Design cr_mean_align, sky130hd; sources not shown.
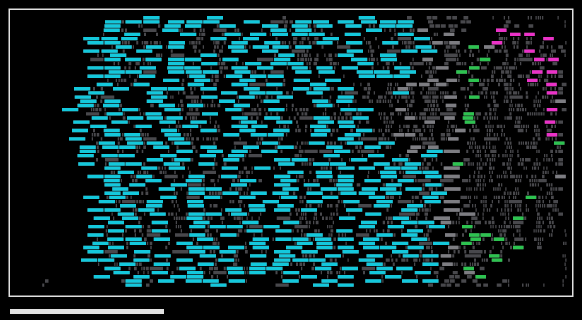
**Above:** run 1 (sequential cells grouped by signal name).
Bar = 100 um. Other sequential cells in the stronger grey, the rest of the logic in the fainter grey.
| colour | netlist name | flops |
|---|---|---|
| green | `s1_mean_q` | 24 |
| cyan | `mem` | 512 |
| magenta | `deviation` | 16 |
fraction of area in registers: 0.589
total area of sequential cells: 17,100 um2
final core utilization: 0.457
Sequential Power: 3.26 mW

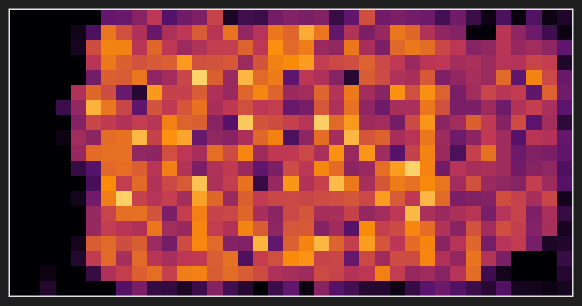
**Above:** run 1 (placement density heat map).
37 x 19 tiles, from black (low) to pale yellow (high), 0 to 100% covered.
mean over tiles: 41%
nearly empty tiles: 13%
fullest tile: 91%
tiles over 75% full: 4.8%
share of the core filled by cells before placement: 0.408
Core ar.: 63,500 um2

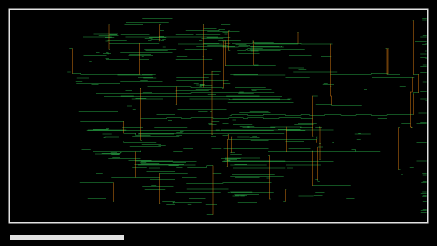
**Above:** run 1 (signal wires by layer).
Bar = 100 um. Two of the layers only.
| colour | layer | wire length |
|---|---|---|
| orange | met4 | 986 um |
| green | met3 | 6,320 um |
DRT Wirelength: 73,900 um
count of vias placed by the detailed router: 18,100
Routed WL per cell: 22.0 um
all-layer global routing usage: 0.214

==> flow_summary.toml, run 1 <==
# flow metrics
[outcome]
run_status = "completed"

[setup_path]
endpoint_kind = "flip-flop"
crit_required_ns = 8.72
max_stage_delay_cell_worst_path = "sky130_fd_sc_hd__nor2_1"
path_cells = "clkdlybuf4s50_1 > inv_1 > a31oi_1 > inv_1 > nor2_1 > nand3_1 > nor2_1"
cpPeakStageDelay_ns = 0.85
crit_path_max_fanout = 8
worstSetupPathDepth = 7

[clock_network]
htree_levels = 2
post_cts_hold_buffer_count = 0
path_clk_slew_ns = 0.06
cts-buffers-inserted = 54
tritoncts_num_sinks = 594
tritoncts = "done"
post_cts_resize_count = 0
worstSkewPairLatency_ns = 0.63
cts-root-to-sink-buffers = 3

[synth]
mux_area_frac = 0
post-synth-top-count-cell = "sky130_fd_sc_hd__edfxtp_1"
synth_cell_types = 46
async_reset_ff_frac = 0
postSynthCellCount = 2427
postSynthAreaPerCell_um2 = 10.7
synthTopCellsByCount = "sky130_fd_sc_hd__edfxtp_1, sky130_fd_sc_hd__nor2_1, sky130_fd_sc_hd__nand2_1"
post_synthesis_cell_count_from_yosys = 2427
synth.cellmix.compoundShare = 0.117
yosys_area_um2 = 25900
synth_seq_share = 0.660
enable_flop_cells = 520
yosys.area_share.simple = 0.157
synthesis.yosys.warnings = 0

[floorplanning]
chipHeight_um = 186
die_x_um = 366
fp-row-count = 65
tap_cells = 871
floorplan.die_area_um2 = 68000

[finish]
logic_gate_count = 1558
final-nonclk-buf-share = 0.0294
final_standard_cell_count_with_taps_included_and_fillers_excluded = 3364
nNonClkInverters = 150
num-fill-cells = 5941
fin_nets = 2503
sh_comb_area = 0.263

[place]
placed_cells = 3263
place.gp.congestion = 0.850
numPortBuffers = 70
hpwlAfterDp_um = 45200
pre_cts_slack_ns = 3.09

[pwr]
power.leakage_nw = 10.2
clk-power_mw = 2.51
total_power_mw = 6.99
combinationalPower_mw = 1.21
share_comb_of_total_power = 0.174
switching_power_as_a_share_of_total_power = 0.290

[timing]
rsz0062_at_grt = "no"
post-route-worst-setup-slack_ns = 3.66
hold_ws_ns = 0.454
max_freq_mhz = 207
max_slew_margin = 0.189
finalSetupViolations = 0
fin_tns_setup_ns = 0

[global_route]
grt_pass1_wl_um = 110000

[job]
warning_count = 33
[run 1: tightest hold or removal path, stage by stage (launching register included)]
cell and delay, ns:
sky130_fd_sc_hd__dfxtp_1 0.30, sky130_fd_sc_hd__inv_1 0.06, sky130_fd_sc_hd__a21oi_1 0.06
[run 1: layer usage]
| layer | global-route usage | up-vias | share of wire |
|---|---|---|---|
| met4 | 0.0355 | 2 | 0.013 |
| met3 | 0.0474 | 86 | 0.086 |
| met1 | 0.306 | 8774 | 0.45 |
| met5 | 0 | - | 0.00018 |
| met2 | 0.341 | 680 | 0.45 |
| li1 | - | 8540 | - |
[run 1: cells in the final DEF (no fill, tap or decap), types with 8 or more instances in the layout]
master / n
sky130_fd_sc_hd__ha_1: 18
sky130_fd_sc_hd__o221ai_1: 52
sky130_fd_sc_hd__clkbuf_16: 55
sky130_fd_sc_hd__nor2_2: 9
sky130_fd_sc_hd__nand2_2: 12
sky130_fd_sc_hd__nand3_1: 123
sky130_fd_sc_hd__buf_4: 25
sky130_fd_sc_hd__clkinv_1: 15
sky130_fd_sc_hd__o22ai_1: 76
sky130_fd_sc_hd__clkdlybuf4s50_1: 62
sky130_fd_sc_hd__inv_1: 135
sky130_fd_sc_hd__a31oi_1: 8
sky130_fd_sc_hd__nand4_1: 26
sky130_fd_sc_hd__edfxtp_1: 520
sky130_fd_sc_hd__o211ai_1: 12
sky130_fd_sc_hd__o21ai_0: 311
sky130_fd_sc_hd__clkinv_2: 18
sky130_fd_sc_hd__dfxtp_1: 71
sky130_fd_sc_hd__nor2_1: 448
sky130_fd_sc_hd__conb_1: 32
sky130_fd_sc_hd__nand2_1: 316
sky130_fd_sc_hd__a21oi_1: 42
sky130_fd_sc_hd__xor2_1: 18
sky130_fd_sc_hd__o21ai_2: 10
==> inputs of run 2 (changes only) <==
==> constraint.sdc (replaced) <==
create_clock -name clk -period 3.95 [get_ports clk]
set_input_delay 0.79 -clock clk [delete_from_list [all_inputs] [get_ports clk]]
set_output_delay 0.79 -clock clk [all_outputs]
set_load 0.005 [all_outputs]
==> run 2 against run 1 <==
  * Die size stayed put
  * Wire length is 1.9% lower
  * Global-route usage is 0.44 points lower
  * Register-to-register slack worse by 3.7 ns
  * Critical path depth is 12 higher
  * Cell area is 1.8% higher
  * First-iteration DRC count is 12% lower
  * Setup slack worse by 3.2 ns
  * Clock power is 110% higher
  * Sequential share of layout area is 1.0 points lower
  * Flip-flop count stayed put
  * Critical endpoint is now fifo_level[6]
  * Largest power group unchanged
==> flow_summary.toml, run 2 <==
# flow metrics
[timing]
rsz0062_at_grt = "no"
post-route-worst-setup-slack_ns = 0.508
max_freq_mhz = 291
max_slew_margin = 0.305
hold_ws_ns = 0.453
finalSetupViolations = 0

[clock_network]
worstSkewPairLatency_ns = 0.61
tritoncts = "done"
cts-root-to-sink-buffers = 3
post_cts_resize_count = 0
path_clk_slew_ns = 0.06
cts-buffers-inserted = 54

[job]
warning_count = 31

[synth]
yosys.area_share.simple = 0.157
synthTopCellsByCount = "sky130_fd_sc_hd__edfxtp_1, sky130_fd_sc_hd__nor2_1, sky130_fd_sc_hd__nand2_1"
post-synth-top-count-cell = "sky130_fd_sc_hd__edfxtp_1"
synthesis.yosys.warnings = 0
yosys_area_um2 = 25900
postSynthAreaPerCell_um2 = 10.7
logic_family = "simple AND/OR/NAND/NOR gates"
synth_seq_share = 0.660
enable_flop_cells = 520
synth_cell_types = 46
post_synthesis_cell_count_from_yosys = 2427
xor_share = 0.00677
synth.cellmix.adderShare = 0.00947
postSynthCellCount = 2427

[place]
hpwlAfterDp_um = 44600
numPortBuffers = 70
pre_cts_slack_ns = 0.259
place.gp.congestion = 0.861

[floorplanning]
floorplan.die_area_um2 = 68000
core_area_um2 = 63500
chipHeight_um = 186
fp-row-count = 65
fp-utilization = 0.408

[setup_path]
crit_required_ns = 4.45
path_cells = "clkinv_1 > nand2_1 > nand4_1 > nor2_1 > a31oi_1 > inv_1 > buf_4 > nand2_1 > o21ai_0 > inv_1 > fa_1 > o31ai_1 > nand2_1 > nand2_1 > a21oi_1 > xnor2_1 > nand2_1 > nand2_1 > nor2_1"
crit_path_max_fanout = 7
endpoint_kind = "flip-flop"
cpPeakStageDelay_ns = 0.58

[finish]
most_frequent_logic_cell_in_the_layout = "sky130_fd_sc_hd__edfxtp_1"
largest_reg_flops = 512
layout.area.seq_um2 = 17100
fin_nets = 2580

[outcome]
run_status = "completed"

[pwr]
power.leakage_nw = 10.6
total_power_mw = 14.8
peakVddDrop_v = 0.000404

[hold_path]
hold_depth = 2
-- run 2: cell counts after synthesis --
Identical to the previous run, type by type.
-- run 2: layer usage --
metal,up-vias,track usage,part of all wire
met5,-,0,0
met4,0,0.0428,0.017
met3,85,0.0389,0.066
met2,529,0.335,0.45
met1,8922,0.300,0.47
li1,8702,-,-
-- run 2: kinds of logic (layout without fill, tap and decap cells) --
logic type	count (synthesis)	after routing
DFF	594	594
xor gates and xnor gates	20	20
adders and majority gates	19	19
buffers and inverters	306	414
and+or+nand+nor	965	965
AOI/OAI and AO/OA	522	522
other	1	32
-- run 2: per-stage QoR --
step | cells | util
after global routing | 3437 | 0.465
after detailed placement | 3340 | 0.438
after floorplan | 2458 | -
after global placement | 3340 | 0.438
final | 3437 | 0.465
after CTS | 3437 | 0.465
-- run 2: cell type report --
| type | instances | share of cell area |
|---|---|---|
| Clock buffer | 66 | 0.0497 |
| Inverter | 150 | 0.0193 |
| Sequential cell | 594 | 0.579 |
| Multi-Input combinational cell | 1558 | 0.258 |
| Clock inverter | 31 | 0.00923 |
| Timing Repair Buffer | 167 | 0.0482 |
| Tap cell | 871 | 0.0369 |
-- run 2: power by group --
part	leakage (nW)	internal, mW	switching (mW)
clock network	0.850	2.85	2.38
registers	5.29	6.93	0.0735
logic	4.44	0.785	1.82
-- run 2: worst max-delay path: cells and delay by family, from the launching register on --
kind | cells | cell delay, ns
compound gates | 4 | 0.70
xor+xnor | 1 | 0.21
simple gates | 9 | 0.89
buf+inv | 4 | 0.52
fa+ha+maj | 1 | 0.44
flops | 1 | 0.58
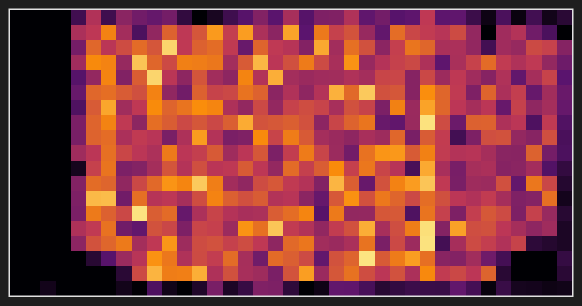
**Above:** run 2 (placement density heat map).
37 x 19 tiles, from black (low) to pale yellow (high), 0 to 100% covered.
fullest tile: 94%
nearly empty tiles: 13%
emptiest ninth of the die: bottom left
mean over tiles: 42%
final core utilization: 0.465

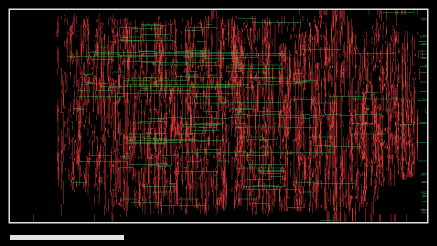
**Above:** run 2 (signal wires by layer).
Bar = 100 um. Two of the layers only.
| colour | layer | wire length |
|---|---|---|
| red | met2 | 32.6 mm |
| green | met3 | 4,810 um |
count of vias placed by the detailed router: 18,200
DRT Wirelength: 72,400 um
all-layer global routing usage: 0.210
Routed WL per cell: 21.1 um

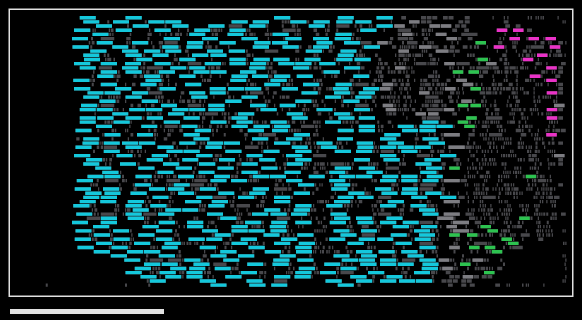
**Above:** run 2 (sequential cells grouped by signal name).
Bar = 100 um. Other sequential cells in the stronger grey, the rest of the logic in the fainter grey.
| colour | netlist name | flops |
|---|---|---|
| magenta | `deviation` | 16 |
| green | `s1_mean_q` | 24 |
| cyan | `mem` | 512 |
not coloured: 42
Sequential Power: 7.00 mW
fraction of area in registers: 0.579

No activity file was given, so power comes from the tool's default toggle rates.
